## src/rtl/rv_pkg.sv

```systemverilog
// Shared definitions for the fetch front end.
//  - NOP_INST           : encoding of addi x0,x0,0, driven when no instruction is offered
//  - DEFAULT_RESET_ADDR : PC fetched first after reset unless overridden
//  - fetch_state_e      : fetch sequencer states
//  - fetch_entry_t      : one buffered instruction together with its PC tag
package rv_pkg;

    localparam logic [31:0] NOP_INST           = 32'h0000_0013;
    localparam logic [31:0] DEFAULT_RESET_ADDR = 32'h0000_0000;

    typedef enum logic [1:0] {
        FETCH_BOOT = 2'd0,
        FETCH_RUN  = 2'd1,
        FETCH_HALT = 2'd2
    } fetch_state_e;

    typedef struct packed {
        logic [31:0] pc;
        logic [31:0] inst;
    } fetch_entry_t;

    // Instruction addresses must be word aligned; anything else is a fault.
    function automatic logic is_word_aligned(input logic [31:0] addr);
        return addr[1:0] == 2'b00;
    endfunction

endpackage

```

## src/rtl/fetch_buffer.sv

```systemverilog
// Small synchronous FIFO holding fetched {pc, inst} pairs until decode takes them.
// Ports:
//  i_clk    clock, rising edge
//  i_rst    asynchronous active-high reset, empties the FIFO
//  i_push   write i_entry at the tail
//  i_entry  entry to write
//  i_pop    drop the head entry
//  i_flush  empty the FIFO; wins over push and pop in the same cycle
//  o_head   head entry, straight from storage (registered)
//  o_count  number of valid entries
module fetch_buffer
    import rv_pkg::*;
#(
    parameter int DEPTH = 2,
    localparam int PTR_W = $clog2(DEPTH),
    localparam int CNT_W = PTR_W + 1
) (
    input  logic               i_clk,
    input  logic               i_rst,
    input  logic               i_push,
    input  fetch_entry_t       i_entry,
    input  logic               i_pop,
    input  logic               i_flush,
    output fetch_entry_t       o_head,
    output logic [CNT_W-1:0]   o_count
);

    fetch_entry_t     mem_q [DEPTH];
    logic [PTR_W-1:0] rd_ptr_q, rd_ptr_d;
    logic [PTR_W-1:0] wr_ptr_q, wr_ptr_d;
    logic [CNT_W-1:0] count_q, count_d;
    logic             do_push;
    logic             do_pop;

    // Pointer and occupancy update. DEPTH is a power of two, so the pointers
    // wrap by simple overflow. A push into a full FIFO is only taken when a
    // pop frees a slot in the same cycle.
    always_comb begin
        do_pop   = i_pop && (count_q != '0);
        do_push  = i_push && ((count_q != CNT_W'(DEPTH)) || do_pop);
        rd_ptr_d = rd_ptr_q;
        wr_ptr_d = wr_ptr_q;
        count_d  = count_q;
        if (i_flush) begin
            rd_ptr_d = '0;
            wr_ptr_d = '0;
            count_d  = '0;
        end else begin
            if (do_pop) begin
                rd_ptr_d = rd_ptr_q + PTR_W'(1);
            end
            if (do_push) begin
                wr_ptr_d = wr_ptr_q + PTR_W'(1);
            end
            case ({do_push, do_pop})
                2'b10:   count_d = count_q + CNT_W'(1);
                2'b01:   count_d = count_q - CNT_W'(1);
                default: count_d = count_q;
            endcase
        end
    end

    always_ff @(posedge i_clk or posedge i_rst) begin
        if (i_rst) begin
            rd_ptr_q <= '0;
            wr_ptr_q <= '0;
            count_q  <= '0;
        end else begin
            rd_ptr_q <= rd_ptr_d;
            wr_ptr_q <= wr_ptr_d;
            count_q  <= count_d;
        end
    end

    // Storage needs no reset: entries are only observed while count_q says they are valid.
    always_ff @(posedge i_clk) begin
        if (do_push && !i_flush) begin
            mem_q[wr_ptr_q] <= i_entry;
        end
    end

    assign o_head  = mem_q[rd_ptr_q];
    assign o_count = count_q;

endmodule

```

## src/rtl/instr_fetch.sv

```systemverilog
// Instruction fetch unit: owns the PC, reads a synchronous instruction memory and
// hands {instruction, PC, PC+4} to decode over a valid/ready handshake. Redirects
// from the branch/jump logic flush everything fetched down the wrong path.
// Ports:
//  i_clk, i_rst            clock; asynchronous active-high reset
//  o_imem_ren/o_imem_raddr read request to instruction memory (data returns next cycle)
//  i_imem_rdata            read data, valid exactly one cycle after o_imem_ren
//  o_inst_valid/i_dec_ready handshake to decode
//  o_inst/o_inst_pc/o_inst_pc_plus4  delivered instruction, its PC and link address
//  i_redirect/i_redirect_pc taken branch/jump and its target
//  o_fault/o_fault_pc      sticky misaligned-target indication and the offending target
module instr_fetch
    import rv_pkg::*;
#(
    parameter logic [31:0] RESET_ADDR = DEFAULT_RESET_ADDR,
    parameter int          BUF_DEPTH  = 2
) (
    input  logic        i_clk,
    input  logic        i_rst,
    output logic        o_imem_ren,
    output logic [31:0] o_imem_raddr,
    input  logic [31:0] i_imem_rdata,
    output logic        o_inst_valid,
    input  logic        i_dec_ready,
    output logic [31:0] o_inst,
    output logic [31:0] o_inst_pc,
    output logic [31:0] o_inst_pc_plus4,
    input  logic        i_redirect,
    input  logic [31:0] i_redirect_pc,
    output logic        o_fault,
    output logic [31:0] o_fault_pc
);

    localparam int CNT_W = $clog2(BUF_DEPTH) + 1;

    fetch_state_e     state_q, state_d;
    logic [31:0]      fetch_pc_q, fetch_pc_d;
    logic [31:0]      inflight_pc_q;
    logic             inflight_q, inflight_d;
    logic             fault_q, fault_d;
    logic [31:0]      fault_pc_q, fault_pc_d;

    logic             ren;
    logic             valid;
    logic             pop;
    logic             push;
    logic             flush;
    logic             credit_ok;
    logic             redirect_taken;
    fetch_entry_t     push_entry;
    fetch_entry_t     head;
    logic [CNT_W-1:0] buf_count;

    fetch_buffer #(
        .DEPTH (BUF_DEPTH)
    ) u_buffer (
        .i_clk   (i_clk),
        .i_rst   (i_rst),
        .i_push  (push),
        .i_entry (push_entry),
        .i_pop   (pop),
        .i_flush (flush),
        .o_head  (head),
        .o_count (buf_count)
    );

    // Sequencer, issue credit and redirect handling.
    // A request is only issued when the buffer is guaranteed a slot for its
    // response: buffered + in-flight, less the entry leaving this cycle, must be
    // below the depth. That makes o_imem_ren depend combinationally on
    // i_dec_ready, which keeps full throughput with a two-entry buffer.
    // A redirect hides the buffer head in its own cycle so nothing wrong-path
    // can be handed to decode, and the response landing this cycle is dropped.
    always_comb begin
        state_d    = state_q;
        fetch_pc_d = fetch_pc_q;
        fault_d    = fault_q;
        fault_pc_d = fault_pc_q;

        redirect_taken = i_redirect && (state_q != FETCH_HALT);
        valid          = (buf_count != '0) && !i_redirect;
        pop            = valid && i_dec_ready;
        credit_ok      = (int'(buf_count) + int'(inflight_q) - int'(pop)) < BUF_DEPTH;
        ren            = (state_q == FETCH_RUN) && !i_redirect && credit_ok;
        push           = inflight_q && !i_redirect;
        flush          = redirect_taken;
        push_entry     = '{pc: inflight_pc_q, inst: i_imem_rdata};
        inflight_d     = ren;

        case (state_q)
            FETCH_BOOT: state_d = FETCH_RUN;
            FETCH_RUN:  state_d = FETCH_RUN;
            FETCH_HALT: state_d = FETCH_HALT;
            default:    state_d = FETCH_HALT;
        endcase

        if (redirect_taken) begin
            fetch_pc_d = i_redirect_pc;
            if (!is_word_aligned(i_redirect_pc)) begin
                state_d    = FETCH_HALT;
                fault_d    = 1'b1;
                fault_pc_d = i_redirect_pc;
            end
        end else if (ren) begin
            fetch_pc_d = fetch_pc_q + 32'd4;
        end
    end

    always_ff @(posedge i_clk or posedge i_rst) begin
        if (i_rst) begin
            state_q       <= FETCH_BOOT;
            fetch_pc_q    <= RESET_ADDR;
            inflight_q    <= 1'b0;
            inflight_pc_q <= RESET_ADDR;
            fault_q       <= 1'b0;
            fault_pc_q    <= '0;
        end else begin
            state_q       <= state_d;
            fetch_pc_q    <= fetch_pc_d;
            inflight_q    <= inflight_d;
            inflight_pc_q <= fetch_pc_q;
            fault_q       <= fault_d;
            fault_pc_q    <= fault_pc_d;
        end
    end

    assign o_imem_ren      = ren;
    assign o_imem_raddr    = fetch_pc_q;
    assign o_inst_valid    = valid;
    assign o_inst          = valid ? head.inst : NOP_INST;
    assign o_inst_pc       = valid ? head.pc : 32'h0;
    assign o_inst_pc_plus4 = valid ? head.pc + 32'd4 : 32'h0;
    assign o_fault         = fault_q;
    assign o_fault_pc      = fault_pc_q;

endmodule

```

## config.mk

```make
export PLATFORM = sky130hd
export DESIGN_NAME = instr_fetch
export DESIGN_NICKNAME = d
export VERILOG_FILES = /design/src/rtl/rv_pkg.sv /design/src/rtl/fetch_buffer.sv /design/src/rtl/instr_fetch.sv
export SDC_FILE = /design/constraint.sdc
export NUM_CORES = 1
export LEC_CHECK = 0
export ABC_AREA = 1
export CORE_ASPECT_RATIO = 1.1
export CORE_MARGIN = 2
export CORE_UTILIZATION = 55
export DETAILED_ROUTE_END_ITERATION = 16
export PLACE_DENSITY = 0.89
export SLEW_MARGIN = 20
export SYNTH_ARGS = -nofsm -noshare
export SYNTH_HDL_FRONTEND = slang
export SYNTH_SLANG_ARGS = --single-unit
```

## constraint.sdc

```tcl
create_clock -name i_clk -period 7.84 [get_ports i_clk]
set_input_delay 1.176 -clock i_clk [delete_from_list [all_inputs] [get_ports i_clk]]
set_output_delay 1.176 -clock i_clk [all_outputs]
set_load 0.05 [all_outputs]
```

Figure 1. Sequential cells grouped by signal name (run 1).
Scale bar: 50 um. Other sequential cells in the stronger gray, the rest of the logic in the fainter gray.
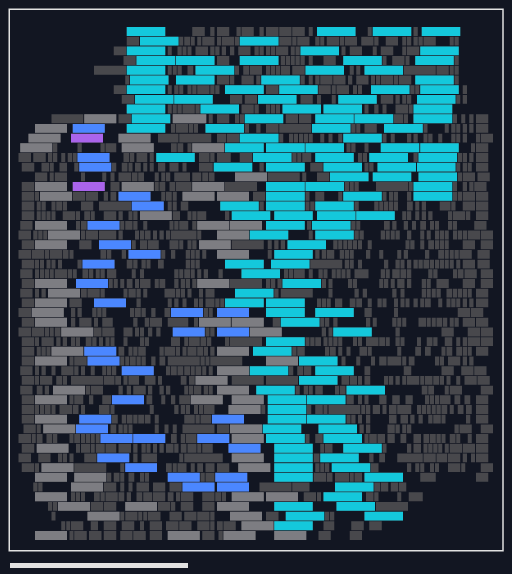
Blue marks `o_imem_raddr`, sequential cells 32. Cyan marks `u_buffer.mem_q`, sequential cells 128. Purple marks `state_q`, sequential cells 2.
Power Sequential: 0.00185 W
sequential share of cell area: 45.8%
Layout Utilization: 73.3%
Flop area: 6450 um2

Figure 2. Metal layers overlaid (run 1).
Two of the layers only.
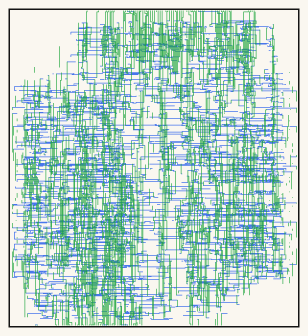
Blue marks met1, wire length 11100 um. Green marks met2, wire length 13300 um.
WL final: 27300 um
WL/cell: 15.8 um
GRT Util Overall: 25.4%
vias: 8911

Figure 3. Clock nets (run 1).
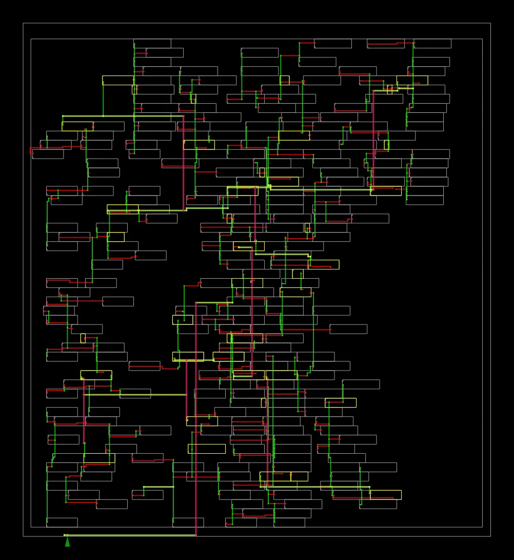
flop count: 232
# clock sinks: 232
Setup Skew: 0.00909 ns
CTS buffer count: 22

run 1: critical path, cell delays in order:
cell and delay [ns]:
clkdlybuf4s50_1 0.48, inv_2 0.14, o21ai_4 0.07, nor2_1 0.20
ha_1 0.29, or2_2 0.31, fa_1 0.55, a21oi_1 0.07
nor2_1 0.12, nand2_2 0.15, inv_1 0.08, buf_4 0.27
clkdlybuf4s50_1 0.87
run 1: kinds of logic after synthesis:
family | after synthesis
buffers and inverters | 169
DFF | 232
and+or+nand+nor | 735
xor gates and xnor gates | 17
adders and majority gates | 5
AOI/OAI and AO/OA | 83
run 1: stage by stage:
step | worst slack [ns] | area, um2 | hold WS [ns] | std cells
floorplan | 2.97 | 10900 | 0.415 | 1241
CTS | 1.89 | 14100 | 0.420 | 1727
global placement | 1.98 | 13400 | 0.389 | 1687
finish | 1.87 | 14100 | 0.413 | 1727
global route | 1.64 | 14100 | 0.437 | 1727
detailed placement | 1.88 | 13400 | 0.404 | 1687
run 1: metal layers:
layer  up-vias  track usage, %  part of all wire [%]
met4         0            10.8                   3.6
met5         -               0                     0
met2       372            44.1                    49
met3        70            4.12                   6.8
li1       4359               -                     -
met1      4110            32.1                    41
run 1: final timing paths:
check / end / cells after the start / from
min in group asynchronous: o_fault_pc[4] / 2 / i_rst
max reg2reg: o_imem_raddr[8] / 14 / u_buffer.o_count[1]
max in group asynchronous: u_buffer.rd_ptr_q / 3 / i_rst
min: inflight_pc_q[1] / 0 / o_imem_raddr[1]
max: o_imem_ren / 13 / i_redirect
min reg2reg: inflight_pc_q[1] / 0 / o_imem_raddr[1]
run 1: area by class of cell:
class	count	area, um2
flip-flops and latches	232	6450
fillers	1375	5140
multi-input cells	840	3750
repair buffers	238	2360
clock buffers	37	673
inverters	130	495
well taps	247	309
clock inverters	3	55.1
==> results.yml, run 1 <==
# flow metrics
logic_synthesis:
  syn_area_um2: 10900
  yosys.cell_types.count: 38
  yosys_most_used_dff: "edfxtp_1"
  ys_sh_simple_pct: 27.9
  postSynthAreaPerCell_um2: 8.77
  synth_chip_area_um2: 10900
  largest_area_cell: "edfxtp_1"
  ys_sh_xor_pct: 1.37
  yosysTopAreaCellShare_pct: 35.3
die:
  core_um2: 19200
  die-area_um2: 20900
  fp.dieW_um: 138
clock_network:
  cts_setup_buffers: 0
global_routing:
  grt_max_degree: 77
  grt_overflow: 0
final_timing:
  maxSlewHeadroom_pct: 37.5
  tightest_slew_ns: 0.937
final_layout:
  regMostFlops: "u_buffer.mem_q"
critical_path:
  cp-end-kind: "primary output"
pwr:
  p_leak_nw: 6.18
  switching_share_pct: 45.6
  pg_clk_w: 0.00105
outcome:
  outcome: "completed"
Figure 4. Layout detail (run 1).
Region (15, 94) to (55, 134) um. Cells in gray, sequential cells in the stronger gray; small squares are vias.
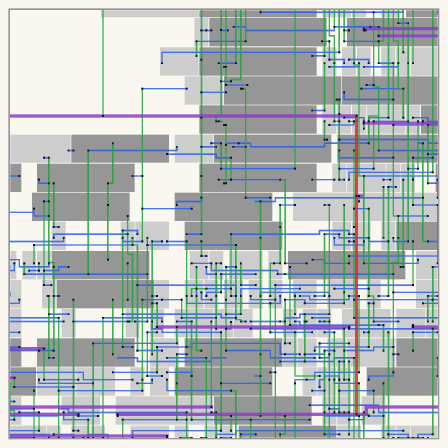

## Run 2: what changed since run 1
--- a/config.mk
+++ b/config.mk
@@ -8,9 +8,9 @@
 export ABC_AREA = 1
 export CORE_ASPECT_RATIO = 1.1
 export CORE_MARGIN = 2
-export CORE_UTILIZATION = 55
+export CORE_UTILIZATION = 51
 export DETAILED_ROUTE_END_ITERATION = 16
-export PLACE_DENSITY = 0.89
+export PLACE_DENSITY = 0.84
 export SLEW_MARGIN = 20
 export SYNTH_ARGS = -nofsm -noshare
 export SYNTH_HDL_FRONTEND = slang
==> constraint.sdc (replaced) <==
create_clock -name i_clk -period 6.15 [get_ports i_clk]
set_input_delay 0.9225 -clock i_clk [delete_from_list [all_inputs] [get_ports i_clk]]
set_output_delay 0.9225 -clock i_clk [all_outputs]
set_load 0.05 [all_outputs]
Figure 5. Layout detail (run 2).
Region (16, 98) to (56, 138) um. Cells in gray, sequential cells in the stronger gray; small squares are vias.
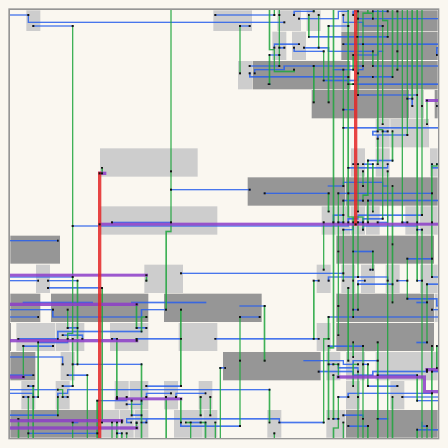
Blue marks met1. Purple marks met3. Green marks met2. Red marks met4.
Sequential cells in the window: 16. 67 logic cells have their middle in the window. Most frequent: nand2_1 (33), dfrtp_1 (16), clkdlybuf4s50_1 (6). Netlist names of flops here include `o_fault_pc` (7), `o_imem_raddr` (4), `inflight_pc_q` (3).

Figure 6. Metal layers overlaid (run 2).
Two of the layers only.
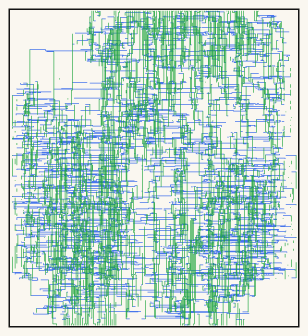
Green marks met2, wire length 13600 um. Blue marks met1, wire length 11400 um.

==> run 2 against run 1 <==
Effect of this change: die size increased by 7.6%; synthesized cell count is the same; first-iteration DRC count decreased by 34%; combinational power grew 26%; sequential power grew 29%; worst hold slack improved by 0.012 ns; via count down 0.59%; register-to-register slack worse by 1.7 ns; global-route usage fell by 1.2 points; critical path type is now register to primary output; largest power group unchanged; highest routed layer unchanged.
==> results.yml, run 2 <==
# flow metrics
outcome:
  outcome: "completed"
final_layout:
  regMostFlops: "u_buffer.mem_q"
  post-route-util_pct: 67.1
logic_synthesis:
  largest_area_cell: "edfxtp_1"
  postSynthAreaPerCell_um2: 8.77
  yosysTopAreaCellShare_pct: 35.3
  synth_chip_area_um2: 10900
  yosys.cell_types.count: 38
  yosys_most_used_dff: "edfxtp_1"
critical_path:
  crit_cells: 10
  critPathTopFamily: "buffers and inverters"
  crit_start: "u_buffer.rd_ptr_q"
  crit_chain: "clkinv_4 > nand2_2 > nand2_4 > ha_1 > nand2_1 > nor2_2 > nand2_2 > o21ai_0 > a2bb2oi_1 > clkdlybuf4s50_1"
  slowest_delay_ns: 0.84
  reg2reg_depth: 14
  cp_slowest_cell: "clkdlybuf4s50_1"
  critPathBufInv: 2
detailed_routing:
  wire_per_inst_um: 15.5
  routed_wirelength_um: 27400
  vias: 8858
final_timing:
  tightest_slew_ns: 0.742
  maxSlewHeadroom_pct: 50.6
die:
  fp.dieW_um: 143
clock_network:
  clock_sinks: 232
  cts_setup_buffers: 0
pwr:
  switching_share_pct: 45.2
placement:
  dpl.cell_count: 1730
  pre_cts_slack_ns: 1.44
global_routing:
  grt_usage_pct: 24.2
  grt_overflow: 0
min_path:
  holdPathStages: 0
Figure 7. Clock nets (run 2).
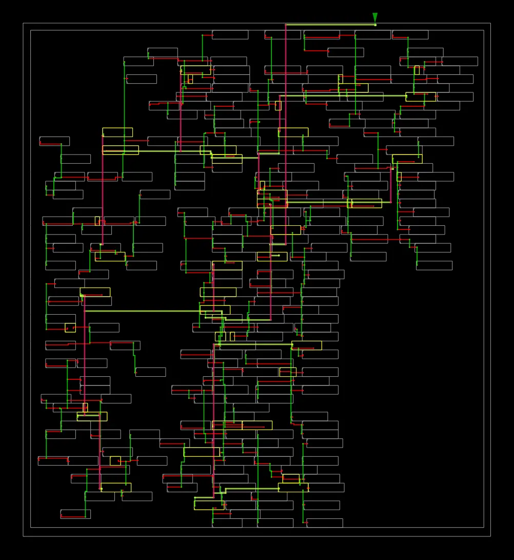
CTS buffer count: 23
Setup Skew: 0.00858 ns

## run 2: per-stage QoR
stage,hold WS [ns],area [um2]
6_report,0.425,14200
5_1_grt,0.443,14200
3_5_place_dp,0.401,13400
3_3_place_gp,0.403,13400
4_1_cts,0.418,14200
2_1_floorplan,0.415,10900
## run 2: power groups by stage
stage	Clock (W)	Combinational [W]	Sequential, W
after global routing	0.00153	0.00345	0.00242
after CTS	0.00147	0.00323	0.00238
after floorplan	0	0.00157	0.00297
after global placement	0	0.00317	0.00238
after detailed placement	0	0.00321	0.00239
final	0.00145	0.00322	0.00239
## run 2: cell families (layout without fill, tap and decap cells)
logic type	Yosys count	in the layout	synth area share, %
AND/OR/NAND/NOR	735	735	27.9
flip-flops	232	232	59.2
buffers and inverters	169	410	6.57
AND-OR/OR-AND	83	83	4.31
XOR/XNOR	17	17	1.37
adder cells (fa/ha/maj)	5	5	0.644
## run 2: worst paths after layout
kind	to	slack [ns]
max	o_inst_pc_plus4[12]	1.31
min	inflight_pc_q[0]	0.43
max reg2reg	o_imem_raddr[8]	2.79
min reg2reg	inflight_pc_q[0]	0.43
max in group asynchronous	u_buffer.o_count[1]	4.12
min in group asynchronous	o_fault_pc[10]	0.85
## run 2: area by class of cell
| type | instances | area, um2 | share of cell area (%) |
|---|---|---|---|
| sequential | 232 | 6450 | 45.4 |
| multi-input combinational | 840 | 3750 | 26.4 |
| clock buffer | 30 | 622 | 4.38 |
| timing repair buffer | 238 | 2360 | 16.6 |
| tap | 290 | 363 | 2.55 |
| clock inverter | 12 | 166 | 1.17 |
| inverter | 130 | 495 | 3.49 |
## run 2: routing by layer
layer	wire length [um]	global-route usage [%]	part of all wire, %
met2	13600	41.6	49
met1	11400	31.8	42
met3	1660	3.92	6.0
met4	790	7.42	2.9
met5	0	0	0
No activity file was given, so power comes from the tool's default toggle rates.
